==> src/rtl/running_stats_pkg.sv <==
// Shared helpers for the running-statistics blocks: counter sizing and
// width-agnostic compare selectors operating on sign- or zero-extended values.
package running_stats_pkg;

    localparam int unsigned MaxWidth = 64;

    typedef logic [MaxWidth-1:0] wide_t;

    function automatic int unsigned fill_width(input int unsigned depth);
        return $clog2(depth + 1);
    endfunction

    // Callers widen their operands first (sign-extended when signed_mode is set).
    function automatic wide_t max_sel(input wide_t a, input wide_t b, input bit signed_mode);
        if (signed_mode) begin
            return ($signed(a) > $signed(b)) ? a : b;
        end
        return (a > b) ? a : b;
    endfunction

    function automatic wide_t min_sel(input wide_t a, input wide_t b, input bit signed_mode);
        if (signed_mode) begin
            return ($signed(a) < $signed(b)) ? a : b;
        end
        return (a < b) ? a : b;
    endfunction

endpackage

==> src/rtl/extrema_tree.sv <==
// Balanced pairwise max/min reduction over DEPTH slots; unoccupied slots
// contribute the identity element so they can never win a comparison.
module extrema_tree
    import running_stats_pkg::*;
#(
    parameter int unsigned WIDTH  = 4,
    parameter int unsigned DEPTH  = 8,
    parameter int unsigned SIGNED = 0
) (
    input  logic [DEPTH-1:0][WIDTH-1:0] vals,
    input  logic [DEPTH-1:0]            occ,
    output logic [WIDTH-1:0]            max_val,
    output logic [WIDTH-1:0]            min_val
);

    localparam int unsigned Levels = $clog2(DEPTH);
    localparam int unsigned Leaves = 1 << Levels;
    localparam bit          SMode  = (SIGNED != 0);

    // Most negative value is the max identity; its complement is the min identity.
    localparam logic [WIDTH-1:0] MaxId = SMode ? (WIDTH'(1) << (WIDTH - 1)) : '0;
    localparam logic [WIDTH-1:0] MinId = ~MaxId;

    function automatic wide_t widen(input logic [WIDTH-1:0] v);
        return SMode ? wide_t'($signed(v)) : wide_t'(v);
    endfunction

    for (genvar l = 0; l <= Levels; l++) begin : g_lvl
        localparam int unsigned N = Leaves >> l;
        logic [WIDTH-1:0] mx [N];
        logic [WIDTH-1:0] mn [N];

        if (l == 0) begin : g_leaf
            for (genvar j = 0; j < N; j++) begin : g_slot
                if (j < DEPTH) begin : g_real
                    assign mx[j] = occ[j] ? vals[j] : MaxId;
                    assign mn[j] = occ[j] ? vals[j] : MinId;
                end else begin : g_pad
                    assign mx[j] = MaxId;
                    assign mn[j] = MinId;
                end
            end
        end else begin : g_node
            for (genvar k = 0; k < N; k++) begin : g_pair
                assign mx[k] = WIDTH'(max_sel(widen(g_lvl[l-1].mx[2*k]),
                                              widen(g_lvl[l-1].mx[2*k+1]), SMode));
                assign mn[k] = WIDTH'(min_sel(widen(g_lvl[l-1].mn[2*k]),
                                              widen(g_lvl[l-1].mn[2*k+1]), SMode));
            end
        end
    end

    assign max_val = g_lvl[Levels].mx[0];
    assign min_val = g_lvl[Levels].mn[0];

endmodule

==> src/rtl/running_window_extrema.sv <==
// Sliding-window max/min tracker over the last DEPTH accepted samples; the
// reduction sees next-state window contents so results land on the accepting edge.
module running_window_extrema
    import running_stats_pkg::*;
#(
    parameter int unsigned WIDTH  = 4,
    parameter int unsigned DEPTH  = 8,
    parameter int unsigned SIGNED = 0
) (
    input  logic                             clk,
    input  logic                             reset,
    input  logic                             in_valid,
    input  logic [WIDTH-1:0]                 data_in,
    input  logic                             clear,
    output logic [WIDTH-1:0]                 high_out,
    output logic [WIDTH-1:0]                 low_out,
    output logic                             out_valid,
    output logic [fill_width(DEPTH)-1:0]     fill_count,
    output logic                             window_full
);

    localparam int unsigned CntW = fill_width(DEPTH);

    logic [DEPTH-1:0][WIDTH-1:0] slot_q, slot_d;
    logic [DEPTH-1:0]            occ_q, occ_d;
    logic [CntW-1:0]             fill_d;
    logic [WIDTH-1:0]            high_next, low_next;

    always_comb begin
        slot_d = slot_q;
        occ_d  = occ_q;
        fill_d = fill_count;
        if (clear) begin
            occ_d  = '0;
            fill_d = '0;
        end
        if (in_valid) begin
            for (int i = DEPTH - 1; i > 0; i--) begin
                slot_d[i] = slot_q[i-1];
                occ_d[i]  = clear ? 1'b0 : occ_q[i-1];
            end
            slot_d[0] = data_in;
            occ_d[0]  = 1'b1;
            if (clear) begin
                fill_d = CntW'(1);
            end else if (fill_count != CntW'(DEPTH)) begin
                fill_d = fill_count + CntW'(1);
            end
        end
    end

    extrema_tree #(
        .WIDTH (WIDTH),
        .DEPTH (DEPTH),
        .SIGNED(SIGNED)
    ) u_tree (
        .vals   (slot_d),
        .occ    (occ_d),
        .max_val(high_next),
        .min_val(low_next)
    );

    always_ff @(posedge clk) begin
        if (reset) begin
            slot_q     <= '0;
            occ_q      <= '0;
            fill_count <= '0;
            high_out   <= '0;
            low_out    <= '0;
            out_valid  <= 1'b0;
        end else begin
            slot_q     <= slot_d;
            occ_q      <= occ_d;
            fill_count <= fill_d;
            out_valid  <= in_valid;
            if (in_valid) begin
                high_out <= high_next;
                low_out  <= low_next;
            end
        end
    end

    assign window_full = (fill_count == CntW'(DEPTH));

endmodule

==> config.mk <==
export PLATFORM = sky130hd
export DESIGN_NAME = running_window_extrema
export DESIGN_NICKNAME = d
export VERILOG_FILES = /design/src/rtl/running_stats_pkg.sv /design/src/rtl/extrema_tree.sv /design/src/rtl/running_window_extrema.sv
export SDC_FILE = /design/constraint.sdc
export NUM_CORES = 1
export LEC_CHECK = 0
export CAP_MARGIN = 5
export CORE_MARGIN = 5
export CORE_UTILIZATION = 35
export CTS_BUF_LIST = sky130_fd_sc_hd__clkbuf_8
export DETAILED_ROUTE_END_ITERATION = 8
export SKIP_CTS_REPAIR_TIMING = 1
export SLEW_MARGIN = 30
export SYNTH_ARGS = -nofsm -noshare
export SYNTH_HDL_FRONTEND = slang
export SYNTH_SLANG_ARGS = --single-unit
==> constraint.sdc <==
create_clock -name clk -period 10.25 [get_ports clk]
set_input_delay 1.025 -clock clk [delete_from_list [all_inputs] [get_ports clk]]
set_output_delay 1.025 -clock clk [all_outputs]
set_load 0.01 [all_outputs]
run_1/metal_stack.png
Drawn at 4 px/um.
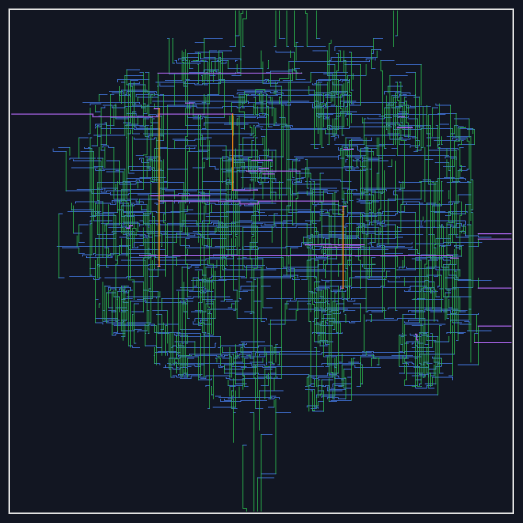
color	layer	wire length
green	met2	5,990 um
purple	met3	343 um
blue	met1	5,220 um
orange	met4	78.9 um
Detailed Route WL: 11.6 mm
GRT Util Overall: 0.147
DR WL/cell: 14.9 um

run_1/final_clocks.png
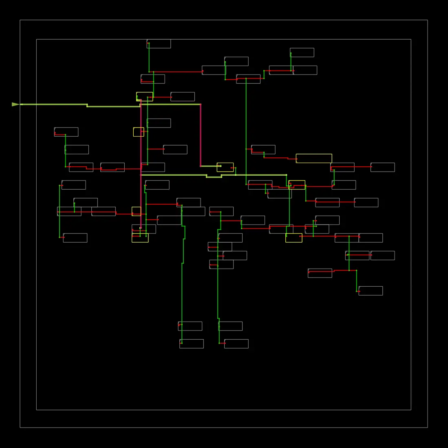
flip-flops: 53
clock sink total: 53
Clock group: 150 uW
clk_skew: 0.0106 ns

==> run summary, run 1 <==
status = finished, final reports clean
Slowest-stage cell, CP = clkdlybuf4s50_1
Post-Synth Simple-Gate Area = 0.232
met3 Usage GRT = 0.0246
DRT met1 WL = 5.22 mm
Post-synth ARST share = 0
switching power = 134 uW
cells in synth_stat.txt = 594
CP Data Required Time = 10.50 ns
Hold Path Depth = 2
most numerous cell in the Yosys netlist = nor2_1
pre-CTS WS = 3.41 ns
root buffer cell = clkbuf_8
Nets at Floorplan = 655
hold path start = high_out[1]$_SDFFE_PP0P_
aoi share = 0.182
detailed router's first-iteration violation count = 242
main area contributors = dfxtp_1 23%, ha_1 14%, mux2i_1 13%, nor2_1 7.9%, inv_1 4.3%
Top Metal Used = met4
Max clock buf depth = 2
crit path capture = high_out[2]$_SDFFE_PP0P_
Post-Syn Instances = 594
DRT Pass-1 Iters = 4
vias in the first global route = 4,216
Top Usage Layer GRT = met2
cell area after synthesis = 0.00468 mm2
initial antenna violation count = 1
Yosys reg bits = 53
maxcap violations = 0
largest net degree at the start of global routing = 87
EDFF count, synth = 0
dominant register cell = dfxtp_1
share of cells above drive strength 1 = 0.0629
worst slew pin tran = 0.853 ns
launch point of the worst path = clear
Met2 Wirelength = 5.99 mm
post-route ant nets = 0
max_slew headroom = 0.429
Placer Congestion = 0.863
top cells by count = 98 x nor2_1, 60 x mux2i_1, 53 x dfxtp_1, 53 x ha_1, 53 x inv_1
Seq. pwr = 216 uW
met2 GRT Util = 0.273
yosys warns = 0
Worst setup SP type = input port
fmax = 153 MHz
maximum VDD drop = 37.1 uV
nets = 664
Period minus WS final = 6.52 ns
CTS H-tree depth = 2
num ports = 22
sequential power share = 0.471
hold slack = 0.492 ns
Log Warnings = 33
Comb group = 92.3 uW
Hold Path Class = register to register
Core Region = 0.0132 mm2
first-pass GRT wire length = 19.6 mm
RSZ-0062 raised after global routing = false
xor+xnor area frac = 0.00749
PD cells = 89.5 mW/mm2
Area after DPL = 0.00501 mm2
Die H = 126 um
die area = 0.0158 mm2
Rows = 42
FF-to-FF End = high_out[2]$_SDFFE_PP0P_
total power = 459 uW
critical path peak fanout = 27
Yosys cell types = 67
register share after synthesis = 0.227
CTS tree = yes
final core occ = 0.389
Top Consumer = registers
floorplan utilization = 0.355
GRT met1 Usage = 0.174
WL met3 = 342 um
Yosys Chip Area = 0.00468 mm2
DRC violations left = 0
Max-area cell share = 0.227
fin. max-slew vios = 0
worst setup margin = 3.73 ns
run_1/gate_families.png
Drawn at 2 px/um.
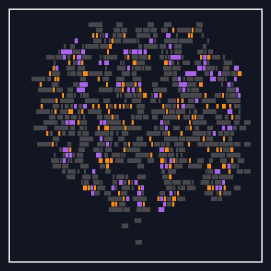
color	family	cells
purple	inverting AOI/OAI gates	87
orange	NOR gates	125
Non-Filler Instances: 780
dominant logic cell type in the layout: nor2_1
logic share of the area: 0.646

run 1: worst max-delay path: cells and delay by family:
kind / cells / cell delay [ns]
compound gates: 11 / 1.95
fa+ha+maj: 3 / 0.86
buf+inv: 7 / 1.25
mux: 1 / 0.38
simple gates: 7 / 1.30
run 1: layout make-up:
cell class,count,area (um2)
repair buffers,22,219
clock buffers,5,68.8
multi-input cells,468,3310
clock inverters,3,46.3
well taps,176,220
flip-flops and latches,53,1060
fillers,1349,8060
inverters,53,199
run 1: flip-flops by register name, indices dropped and copies added (netlist names):
register,cells
slot_q,32
out_valid,1
low_out,4
fill_count,4
occ_q,8
high_out,4
run_1/clock_map.png
Drawn at 2 px/um.
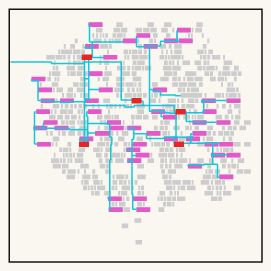

==> run 1 -> run 2 <==
==> constraint.sdc (replaced) <==
create_clock -name clk -period 5.7 [get_ports clk]
set_input_delay 0.57 -clock clk [delete_from_list [all_inputs] [get_ports clk]]
set_output_delay 0.57 -clock clk [all_outputs]
set_load 0.01 [all_outputs]
run_2/clock_map.png
Drawn at 2 px/um.
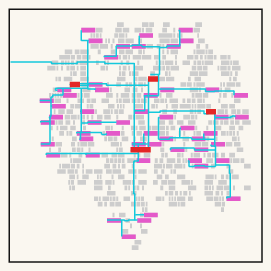
[cyan] clock wires | length: 841 um
[magenta] flip-flops | count: 53
[red] cells driving clock nets | count: 5
routed clock nets	6
Worst-Skew Late Latency: 0.32 ns
Clock power frac: 0.292
Clock group: 232 uW
clk_skew: 0.00670 ns

==> run 2 against run 1 <==
Via count rose by 0.71%. Cell count rose by 1.9%. Worst setup slack worse by 3.3 ns. Utilization up 0.94 points. Critical path type unchanged. Largest cell class unchanged. Highest routed layer unchanged.
==> run summary, run 2 <==
status = finished, final reports clean
inverters = 53 (unchanged)
EDFF count, synth = 0 (unchanged)
total power = 793 uW (+73%)
hold slack = 0.481 ns (-0.0108 ns)
nets = 679 (+2.3%)
vias in the first global route = 4,072 (-3.4%)
CP bufs+invs = 5 (-2)
Area after DPL = 0.00512 mm2 (+2.2%)
top cells by count = 98 x nor2_1, 60 x mux2i_1, 53 x dfxtp_1, 53 x ha_1, 53 x inv_1
fmax = 190 MHz
pre-CTS WS = -0.0217 ns (-3.43 ns)
Detailed Route WL = 11.8 mm (+1.1%)
Yosys Chip Area = 0.00468 mm2 (unchanged)
maxcap violations = 0 (unchanged)
switching power = 247 uW (+84%)
vias per cell = 5.19
critical path peak fanout = 12 (-56%)
dpl cells = 785
die area = 0.0158 mm2 (unchanged)
Nets at Floorplan = 655 (unchanged)
R2R setup slack = 0.49 ns
Hold Path Class = register to register
FF-to-FF End = high_out[2]$_SDFFE_PP0P_
largest net degree at the start of global routing = 47 (-46%)
Top reg by flops = slot_q
Worst Hold Endpoint = high_out[1]$_SDFFE_PP0P_
met2 GRT Util = 0.264 (-0.00850)
register area = 0.00106 mm2 (unchanged)
Yosys reg bits = 53 (unchanged)
clock network area share = 0.0172 (-0.00530)
CP Data Required Time = 5.94 ns (-4.56 ns)
Non-clock buffers = 37 (+68%)
worst r2r src = occ_q[2]$_SDFF_PP0_
Die H = 126 um (unchanged)
Max-area cell share = 0.227 (unchanged)
CTS H-tree depth = 2 (unchanged)
root buffer cell = clkbuf_8
detailed router's first-iteration violation count = 220 (-9.1%)
Final Instance Area = 0.00525 mm2
dominant register cell = dfxtp_1
CP Capture Type = register
share of cells above drive strength 1 = 0.0953 (+0.0324)
GRT met1 Usage = 0.181 (+0.00610)
worst setup margin = 0.441 ns (-3.28 ns)
Non-Filler Instances = 795 (+1.9%)
DRT Pass-1 Iters = 4 (unchanged)
DR vias = 4,124
CTS tree = yes
final core occ = 0.398 (+0.00939)
cells in synth_stat.txt = 594 (unchanged)
Period minus WS final = 5.26 ns
initial antenna violation count = 0 (-1)
logic share of the area = 0.635 (-0.0112)
Log Warnings = 33 (unchanged)
tap cells = 176 (unchanged)
most numerous cell in the Yosys netlist = nor2_1
crit path capture = high_out[2]$_SDFFE_PP0P_
CP top delay family = AND-OR/OR-AND gates
fin. max-slew vios = 0 (unchanged)
biggest area consumer among synthesized cells = dfxtp_1
flip-flops = 53 (unchanged)
launch point of the worst path = in_valid
register share after synthesis = 0.227 (unchanged)
worst slew pin tran = 0.505 ns (-0.348 ns)
max_slew headroom = 0.663 (+0.234)
main area contributors = dfxtp_1 23%, ha_1 14%, mux2i_1 13%, nor2_1 7.9%, inv_1 4.3%
Post-Syn Instances = 594 (unchanged)
CP peak stage delay = 0.37 ns
max FFs per register = 32 (unchanged)
Rows = 42 (unchanged)
Setup-failing EPs final = 0
WP data arrival = 5.50 ns
Stages on worst setup path = 27 (-6.9%)
num ports = 22 (unchanged)
met3 Usage GRT = 0.0296 (+0.00508)
floorplan utilization = 0.355 (unchanged)
Layout non-clock buf frac = 0.0660 (+0.0233)
PD cells = 151 mW/mm2 (+69%)
Sw Ratio = 0.312
maximum VDD drop = 113 uV (+200%)
Worst setup SP type = input port
hold path start = high_out[1]$_SDFFE_PP0P_
Hold Path Depth = 2 (unchanged)
Logic Gate Count = 468 (unchanged)
clock sink total = 53 (unchanged)
Yosys cell types = 67 (unchanged)
RSZ-0062 raised after global routing = false
most common logic cells in the final layout = 97 x nor2_1, 58 x mux2i_1, 53 x inv_1, 53 x ha_1, 53 x dfxtp_1
first-pass GRT wire length = 19.3 mm (-1.6%)
Placer Congestion = 0.844 (-2.1%)
TritonCTS Buffers = 5
Top Usage Layer GRT = met2
Largest area class, layout = combinational gates
post-route ant nets = 0 (unchanged)
dominant logic cell type in the layout = nor2_1
clkbuf count = 5 (unchanged)
Setup CP Type = input port to register
sequential power share = 0.491 (+0.020)
flop share of the area = 0.202 (-0.00488)
Core Region = 0.0132 mm2 (unchanged)
cell area after synthesis = 0.00468 mm2 (unchanged)
Slowest-stage cell, CP = mux2_2
Pint = 545 uW
DR WL/cell = 14.8 um (-0.77%)
DRC violations left = 0 (unchanged)
GRT Util Overall = 0.146 (-0.000660)
Gate Area = 0.00333 mm2 (+0.64%)
yosys warns = 0 (unchanged)
Post-synth ARST share = 0 (unchanged)
Ant. Diodes = 0
fill count = 1,361 (+0.89%)
Max clock buf depth = 2 (unchanged)
Largest regs = slot_q: 32 flops, occ_q: 8 flops
## run 2: layer usage
layer / up-vias / part of all wire
li1: 2129 / -
met1: 1948 / 0.45
met2: 43 / 0.52
met3: 4 / 0.026
met4: 0 / 0.0059
met5: - / 0
## run 2: cell families after synthesis
logic type                 Yosys count  share of synthesized area
buffers and inverters               73                     0.0655
DFF                                 53                      0.227
xor gates and xnor gates             4                    0.00749
AOI/OAI and AO/OA                  122                      0.182
and+or+nand+nor                    222                      0.232
muxes                               66                      0.143
adders and majority gates           54                      0.144
## run 2: power by group through the flow
stage,combinational [mW],sequential [mW],clock [mW]
2_1_floorplan,0.117,0.399,0
3_3_place_gp,0.164,0.397,0
3_5_place_dp,0.171,0.398,0
4_1_cts,0.171,0.389,0.239
5_1_grt,0.189,0.391,0.257
6_report,0.172,0.389,0.232
==> run 2 -> run 3 <==
--- a/config.mk
+++ b/config.mk
@@ -5,7 +5,7 @@
 export SDC_FILE = /design/constraint.sdc
 export NUM_CORES = 1
 export LEC_CHECK = 0
-export CAP_MARGIN = 5
+export CAP_MARGIN = 40
 export CORE_MARGIN = 5
 export CORE_UTILIZATION = 35
 export CTS_BUF_LIST = sky130_fd_sc_hd__clkbuf_8
run_3/gate_families.png
Drawn at 2 px/um.
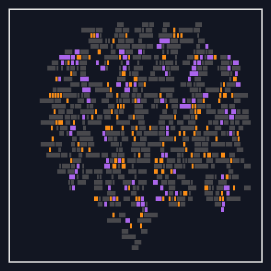
color	family	cells
purple	inverting AOI/OAI gates	87
orange	NOR gates	125
Non-Filler Instances: 795
logic share of the area: 0.635

==> run 3 against run 2 <==
Via count did not move. Highest routed layer unchanged. Area after synthesis did not move. Clock skew did not move.
==> run summary, run 3 <==
DRT met1 WL = 5.32 mm (unchanged)
Die H = 126 um (unchanged)
Yosys reg bits = 53 (unchanged)
register area = 0.00106 mm2 (unchanged)
met2 GRT Util = 0.264 (unchanged)
Adders+Majority by Area = 0.144 (unchanged)
fin. max-slew vios = 0 (unchanged)
CP top delay family = AND-OR/OR-AND gates
Non-clock buffers = 37 (unchanged)
Met2 Wirelength = 6.08 mm (unchanged)
DR WL/cell = 14.8 um (unchanged)
Post-Synth Simple-Gate Area = 0.232 (unchanged)
flip-flops = 53 (unchanged)
GRT met1 Usage = 0.181 (unchanged)
Hold Path Class = register to register
Setup CP Type = input port to register
fmax = 190 MHz (unchanged)
dominant register cell = dfxtp_1
status = finished, final reports clean
worst slew pin tran = 0.505 ns (unchanged)
Mux area share = 0.143 (unchanged)
Yosys cell types = 67 (unchanged)
Logic Gate Count = 468 (unchanged)
WP data arrival = 5.50 ns (about the same)
aoi share = 0.182 (unchanged)
Top reg by flops = slot_q
Setup-failing EPs final = 0 (unchanged)
flop share of the area = 0.202 (unchanged)
pre-CTS WS = -0.0217 ns (unchanged)
Placer Congestion = 0.844 (unchanged)
vias per cell = 5.19 (unchanged)
GRT Util Overall = 0.146 (unchanged)
met3 Usage GRT = 0.0296 (unchanged)
CTS H-tree depth = 2 (unchanged)
Log Warnings = 33 (unchanged)
Top Metal Used = met4
Post-Syn Instances = 594 (unchanged)
die area = 0.0158 mm2 (unchanged)
nets = 679 (unchanged)
Period minus WS final = 5.26 ns (unchanged)
post-route ant nets = 0 (unchanged)
clock sink total = 53 (unchanged)
Layout non-clock buf frac = 0.0660 (unchanged)
Final Instance Area = 0.00525 mm2 (unchanged)
PD cells = 151 mW/mm2 (unchanged)
largest net degree at the start of global routing = 47 (unchanged)
max FFs per register = 32 (unchanged)
CP Data Required Time = 5.94 ns (about the same)
worst setup margin = 0.441 ns (unchanged)
main area contributors = dfxtp_1 23%, ha_1 14%, mux2i_1 13%, nor2_1 7.9%, inv_1 4.3%
TritonCTS Buffers = 5 (unchanged)
fill count = 1,361 (unchanged)
share of cells above drive strength 1 = 0.0953 (unchanged)
initial antenna violation count = 0 (unchanged)
Worst-Skew Late Latency = 0.32 ns (about the same)
most common logic cells in the final layout = 97 x nor2_1, 58 x mux2i_1, 53 x inv_1, 53 x ha_1, 53 x dfxtp_1
dpl cells = 785 (unchanged)
xor+xnor area frac = 0.00749 (unchanged)
Max-area cell share = 0.227 (unchanged)
WL met3 = 305 um (unchanged)
DRC violations left = 0 (unchanged)
clkbuf count = 5 (unchanged)
yosys warns = 0 (unchanged)
Post-synth ARST share = 0 (unchanged)
first-pass GRT wire length = 19.3 mm (unchanged)
RSZ-0062 raised after global routing = false
Area after DPL = 0.00512 mm2 (unchanged)
Max clock buf depth = 2 (unchanged)
Top Usage Layer GRT = met2
DR vias = 4,124 (unchanged)
Dominant comb cell = simple AND/OR/NAND/NOR gates
clk_skew = 0.00670 ns (unchanged)
detailed router's first-iteration violation count = 220 (unchanged)
num ports = 22 (unchanged)
most numerous cell in the Yosys netlist = nor2_1
run 3: cell counts after synthesis:
No cell type changed its count.
run 3: path summary, 6_finish.rpt:
| check | start | end | slack (ns) | depth (start not counted) |
|---|---|---|---|---|
| max | in_valid | high_out[2]$_SDFFE_PP0P_ | 0.44 | 27 |
| min | high_out[1]$_SDFFE_PP0P_ | high_out[1]$_SDFFE_PP0P_ | 0.48 | 2 |
| max reg2reg | occ_q[2]$_SDFF_PP0_ | high_out[2]$_SDFFE_PP0P_ | 0.49 | 27 |
| min reg2reg | high_out[1]$_SDFFE_PP0P_ | high_out[1]$_SDFFE_PP0P_ | 0.48 | 2 |
run 3: report_power, final:
group          switching (mW)  internal (mW)  total (mW)
clock network           0.144         0.0878       0.232
logic                  0.0950         0.0766       0.172
registers             0.00830          0.381       0.389
total                   0.247          0.545       0.793
Power and IR drop assume default switching activity.
